<file path="src/rtl/rs_multi_issue.sv">
// Superscalar reservation station: age-matrix ordered entries, CDB wakeup with
// dispatch bypass, and one oldest-ready issue per FU type per cycle.
module rs_multi_issue #(
    parameter int RS_SIZE    = 8,
    parameter int DISPATCH_W = 2,
    parameter int CDB_W      = 2,
    parameter int FU_TYPES   = 4,
    parameter int PR_W       = 6,
    parameter int PAYLOAD_W  = 32
) (
    input  logic                                   clock,
    input  logic                                   reset,
    input  logic                                   enable,
    input  logic                                   flush,
    input  logic [DISPATCH_W-1:0]                  dispatch_valid,
    input  logic [DISPATCH_W*$clog2(FU_TYPES)-1:0] dispatch_fu,
    input  logic [DISPATCH_W*(PR_W+1)-1:0]         dispatch_dest,
    input  logic [DISPATCH_W*(PR_W+1)-1:0]         dispatch_src1,
    input  logic [DISPATCH_W*(PR_W+1)-1:0]         dispatch_src2,
    input  logic [DISPATCH_W*PAYLOAD_W-1:0]        dispatch_payload,
    output logic [DISPATCH_W-1:0]                  dispatch_accept,
    input  logic [CDB_W-1:0]                       cdb_valid,
    input  logic [CDB_W*PR_W-1:0]                  cdb_tag,
    input  logic [FU_TYPES-1:0]                    fu_busy,
    output logic [FU_TYPES-1:0]                    issue_valid,
    output logic [FU_TYPES*(PR_W+1)-1:0]           issue_dest,
    output logic [FU_TYPES*(PR_W+1)-1:0]           issue_src1,
    output logic [FU_TYPES*(PR_W+1)-1:0]           issue_src2,
    output logic [FU_TYPES*PAYLOAD_W-1:0]          issue_payload,
    output logic [$clog2(RS_SIZE+1)-1:0]           free_slots,
    output logic                                   rs_full
);
    localparam int FU_W  = $clog2(FU_TYPES);
    localparam int TAG_W = PR_W + 1;
    localparam int CNT_W = $clog2(RS_SIZE + 1);

    logic [RS_SIZE-1:0]   busy_q, busy_d;
    logic [FU_W-1:0]      fu_q      [RS_SIZE];
    logic [FU_W-1:0]      fu_d      [RS_SIZE];
    logic [TAG_W-1:0]     dest_q    [RS_SIZE];
    logic [TAG_W-1:0]     dest_d    [RS_SIZE];
    logic [TAG_W-1:0]     src1_q    [RS_SIZE];
    logic [TAG_W-1:0]     src1_d    [RS_SIZE];
    logic [TAG_W-1:0]     src2_q    [RS_SIZE];
    logic [TAG_W-1:0]     src2_d    [RS_SIZE];
    logic [PAYLOAD_W-1:0] payload_q [RS_SIZE];
    logic [PAYLOAD_W-1:0] payload_d [RS_SIZE];
    // older_q[i][j] set means entry i was dispatched before entry j
    logic [RS_SIZE-1:0]   older_q   [RS_SIZE];
    logic [RS_SIZE-1:0]   older_d   [RS_SIZE];

    logic [FU_TYPES-1:0]           iv_q, iv_d;
    logic [FU_TYPES*TAG_W-1:0]     idest_q, idest_d;
    logic [FU_TYPES*TAG_W-1:0]     is1_q, is1_d;
    logic [FU_TYPES*TAG_W-1:0]     is2_q, is2_d;
    logic [FU_TYPES*PAYLOAD_W-1:0] ipay_q, ipay_d;

    logic [RS_SIZE-1:0] ready;
    logic [RS_SIZE-1:0] cand;
    logic [RS_SIZE-1:0] taken;
    logic               oldest;
    int                 free_cnt;
    int                 rank;
    int                 slot;

    function automatic logic [TAG_W-1:0] wake(input logic [TAG_W-1:0]      tag,
                                              input logic [CDB_W-1:0]      vld,
                                              input logic [CDB_W*PR_W-1:0] tags);
        logic [TAG_W-1:0] res;
        res = tag;
        for (int c = 0; c < CDB_W; c++) begin
            if (vld[c] && (tags[c*PR_W +: PR_W] == tag[PR_W-1:0])) res[PR_W] = 1'b1;
        end
        return res;
    endfunction

    always_comb begin
        free_cnt = 0;
        for (int i = 0; i < RS_SIZE; i++) begin
            if (!busy_q[i]) free_cnt = free_cnt + 1;
        end
    end

    assign free_slots = CNT_W'(free_cnt);
    assign rs_full    = (free_cnt < DISPATCH_W);

    always_comb begin
        busy_d          = busy_q;
        fu_d            = fu_q;
        dest_d          = dest_q;
        payload_d       = payload_q;
        older_d         = older_q;
        iv_d            = '0;
        idest_d         = idest_q;
        is1_d           = is1_q;
        is2_d           = is2_q;
        ipay_d          = ipay_q;
        dispatch_accept = '0;
        taken           = busy_q;
        cand            = '0;
        oldest          = 1'b0;
        rank            = 0;
        slot            = 0;

        for (int i = 0; i < RS_SIZE; i++) begin
            ready[i]  = busy_q[i] & src1_q[i][PR_W] & src2_q[i][PR_W];
            src1_d[i] = wake(src1_q[i], cdb_valid, cdb_tag);
            src2_d[i] = wake(src2_q[i], cdb_valid, cdb_tag);
        end

        // Selection uses pre-edge state, so a just-woken entry waits one cycle.
        for (int t = 0; t < FU_TYPES; t++) begin
            for (int i = 0; i < RS_SIZE; i++) begin
                cand[i] = ready[i] && (fu_q[i] == FU_W'(t));
            end
            for (int i = 0; i < RS_SIZE; i++) begin
                oldest = cand[i];
                for (int j = 0; j < RS_SIZE; j++) begin
                    if (j != i && cand[j] && older_q[j][i]) oldest = 1'b0;
                end
                if (oldest && enable && !flush && !fu_busy[t]) begin
                    iv_d[t]                       = 1'b1;
                    idest_d[t*TAG_W +: TAG_W]     = dest_q[i];
                    is1_d[t*TAG_W +: TAG_W]       = src1_q[i];
                    is2_d[t*TAG_W +: TAG_W]       = src2_q[i];
                    ipay_d[t*PAYLOAD_W +: PAYLOAD_W] = payload_q[i];
                    busy_d[i]                     = 1'b0;
                end
            end
        end

        // Slots freed by this edge's issue stay unavailable: taken starts from busy_q.
        for (int l = 0; l < DISPATCH_W; l++) begin
            if (dispatch_valid[l]) begin
                if (enable && !flush && rank < free_cnt) begin
                    dispatch_accept[l] = 1'b1;
                    slot = 0;
                    for (int i = RS_SIZE - 1; i >= 0; i--) begin
                        if (!taken[i]) slot = i;
                    end
                    taken[slot]     = 1'b1;
                    busy_d[slot]    = 1'b1;
                    fu_d[slot]      = dispatch_fu[l*FU_W +: FU_W];
                    dest_d[slot]    = dispatch_dest[l*TAG_W +: TAG_W];
                    src1_d[slot]    = wake(dispatch_src1[l*TAG_W +: TAG_W], cdb_valid, cdb_tag);
                    src2_d[slot]    = wake(dispatch_src2[l*TAG_W +: TAG_W], cdb_valid, cdb_tag);
                    payload_d[slot] = dispatch_payload[l*PAYLOAD_W +: PAYLOAD_W];
                    for (int k = 0; k < RS_SIZE; k++) begin
                        older_d[k][slot] = (k != slot);
                        older_d[slot][k] = 1'b0;
                    end
                end
                rank = rank + 1;
            end
        end

        if (flush) busy_d = '0;
    end

    always_ff @(posedge clock or negedge reset) begin
        if (!reset) begin
            busy_q  <= '0;
            iv_q    <= '0;
            idest_q <= '0;
            is1_q   <= '0;
            is2_q   <= '0;
            ipay_q  <= '0;
            for (int i = 0; i < RS_SIZE; i++) begin
                fu_q[i]      <= '0;
                dest_q[i]    <= '0;
                src1_q[i]    <= '0;
                src2_q[i]    <= '0;
                payload_q[i] <= '0;
                older_q[i]   <= '0;
            end
        end else begin
            busy_q    <= busy_d;
            fu_q      <= fu_d;
            dest_q    <= dest_d;
            src1_q    <= src1_d;
            src2_q    <= src2_d;
            payload_q <= payload_d;
            older_q   <= older_d;
            iv_q      <= iv_d;
            idest_q   <= idest_d;
            is1_q     <= is1_d;
            is2_q     <= is2_d;
            ipay_q    <= ipay_d;
        end
    end

    assign issue_valid   = iv_q;
    assign issue_dest    = idest_q;
    assign issue_src1    = is1_q;
    assign issue_src2    = is2_q;
    assign issue_payload = ipay_q;

endmodule

</file>
<file path="config.mk">
export PLATFORM = sky130hd
export DESIGN_NAME = rs_multi_issue
export DESIGN_NICKNAME = d
export VERILOG_FILES = /design/src/rtl/rs_multi_issue.sv
export SDC_FILE = /design/constraint.sdc
export NUM_CORES = 2
export LEC_CHECK = 0
export CORE_AREA = 2 2 333 335
export CTS_CLUSTER_SIZE = 40
export DETAILED_ROUTE_END_ITERATION = 7
export DIE_AREA = 0 0 335 337
export HOLD_SLACK_MARGIN = 0.15
export PLACE_DENSITY = 0.64
export SLEW_MARGIN = 40
export SYNTH_ARGS = -nofsm -noshare
export SYNTH_HDL_FRONTEND = slang
export SYNTH_SLANG_ARGS = --single-unit
</file>
<file path="constraint.sdc">
create_clock -name clock -period 6.6 [get_ports clock]
set_input_delay 1.98 -clock clock [delete_from_list [all_inputs] [get_ports clock]]
set_output_delay 1.98 -clock clock [all_outputs]
set_load 0.1 [all_outputs]
</file>
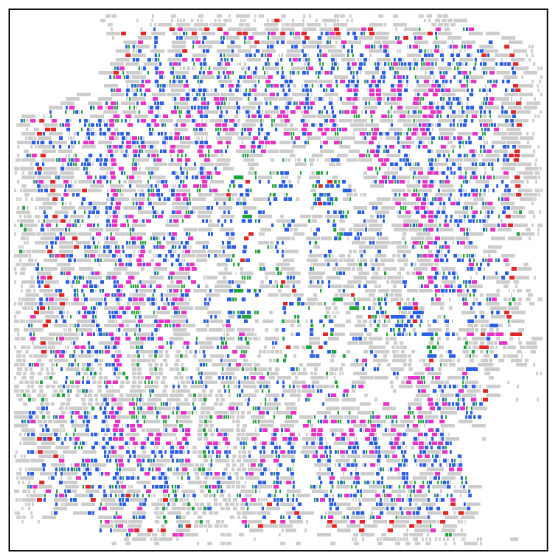
*Gate families picked out*
Red shows AND-OR and OR-AND gates, cells 126, where spread over the die. Green shows NAND gates, cells 844, where spread over the die. Magenta shows multiplexers, cells 623, where spread over the die. Blue shows inverting AOI/OAI gates, cells 1770, where spread over the die.
Comb area share: 50.23%
most used logic cell in the final layout: dfrtp_1
Non-Filler Instances: 7485

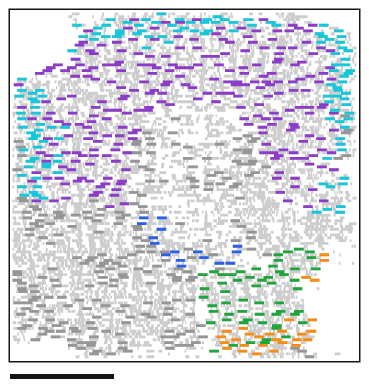
*Where the registers sit*
The bar under the picture is 100 um long.
Purple shows payload_q, sequential cells 256. Orange shows issue_dest, sequential cells 28, where bottom right. Cyan shows issue_payload, sequential cells 128. Green shows dest_q, sequential cells 56, where bottom right. Blue shows fu_q, sequential cells 16.
Another 236 sequential cells are not coloured.
register area: 18020 um^2
Seq/total area: 31.50%
Final Util: 52.20%

==> run_results.csv <==
group,metric,value,unit
setup_path,critPathKind,"register to primary output",
logic_synthesis,async_reset_ff_share,100.0,%
floorplanning,fp-row-count,122,
logic_synthesis,synth_cell_types,79,
clock_tree,clkSinkCount,720,
clock_tree,clock_path_buffers,3,
clock_tree,postCtsSetupBuffers,9,
timing,final-setup-viol-count,3,
clock_tree,clock_latency,0.70,ns
run_status,status,"finished with violations",
setup_path,critPathLaunchType,"register",
setup_path,r2r-end,"payload_q[241]$_DFF_PN0_",
pwr,p_int,12.93,mW
pwr,p_seq_share,27.3,%
run_status,violations,"negative setup slack",
timing,relSlewSlack,39.45,%
global_route,grt_pass1_vias,47160,
logic_synthesis,ys_seq_share,36.77,%
timing,setup_ws,-0.4221,ns
finish,multiInputCombCellCount,4527,
logic_synthesis,yosys.area.top_type,"dfrtp_1",
logic_synthesis,yosysTopAreaCellShare,36.77,%
finish,n_antenna_cell,5,
logic_synthesis,syn-cell-area,49000,um^2
setup_path,reg2regPathDepth,31,
timing,setup_tns,-1.118,ns
global_route,grt_max_degree,132,
setup_path,endpoint,"dispatch_accept[1]",
global_route,met3_usage,7.966,%
hold_path,hold_end,"issue_src2[27]$_DFFE_PN0P_",
logic_synthesis,yosys_most_used_dff,"dfrtp_1",
clock_tree,cts_resized,7,
pwr,p_leak,26.36,nW
pwr,comb_power,12.4,mW
placed_design,port_buffers,356,
timing,min_period,7.022,ns
setup_path,cpMaxStageDelayCell,"or4_4",
floorplanning,die_area,112900,um^2
finish,dominant_cells,"logic gates",
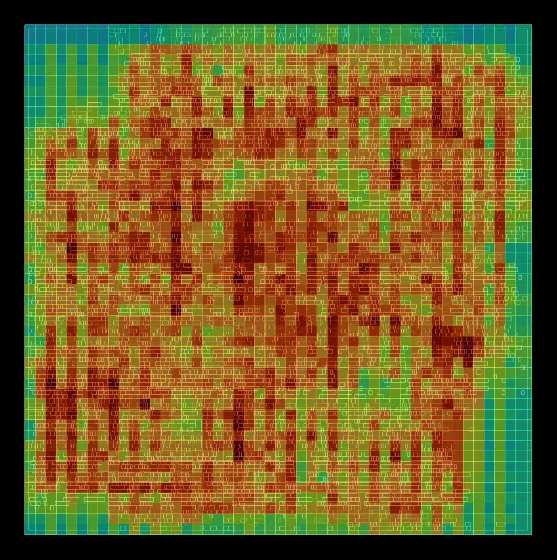
*Routing congestion map*
met1 Usage GRT: 51.34%
All-Layer GR Usage: 37.16%

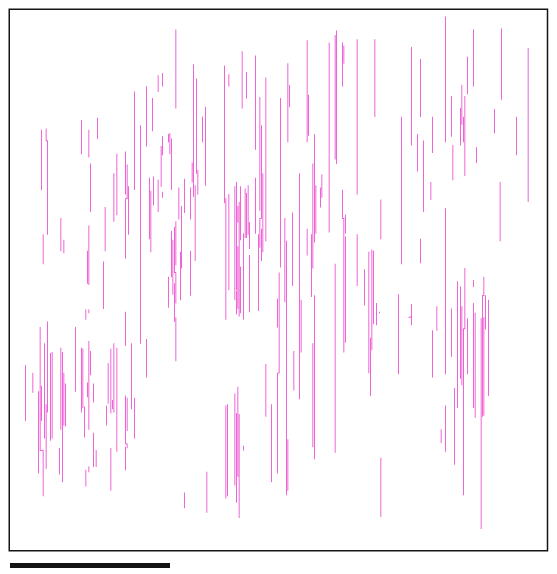
*M4 wires*
The bar under the picture is 100 um long.
The longest straight run is 158 um. The layer holds 4.3% of the routed length. The layer carries 9230 um of wire. 141 nets have wire on it.
via count: 49360
total routed wirelength: 215000 um

logic make-up (layout without fill, tap and decap cells):
| kind of cell | after synthesis | in the layout | share of synthesized area, % |
|---|---|---|---|
| and+or+nand+nor | 1743 | 1743 | 15.09 |
| buffers and inverters | 745 | 807 | 5.975 |
| adders and majority gates | 11 | 11 | 0.2707 |
| AOI/OAI and AO/OA | 1896 | 1896 | 24.37 |
| xor gates and xnor gates | 254 | 254 | 4.640 |
| other | 0 | 5 | 0 |
| DFF | 720 | 720 | 36.77 |
| muxes | 623 | 623 | 12.89 |
worst max-delay path: cells and delay by family (launching register included):
kind / cells / cell delay [ns]
xor+xnor: 1 / 0.17
flops: 1 / 0.45
simple gates: 7 / 1.09
mux: 2 / 0.43
buf+inv: 2 / 0.31
fa+ha+maj: 4 / 0.98
compound gates: 5 / 0.94
No activity file was given, so power comes from the tool's default toggle rates.
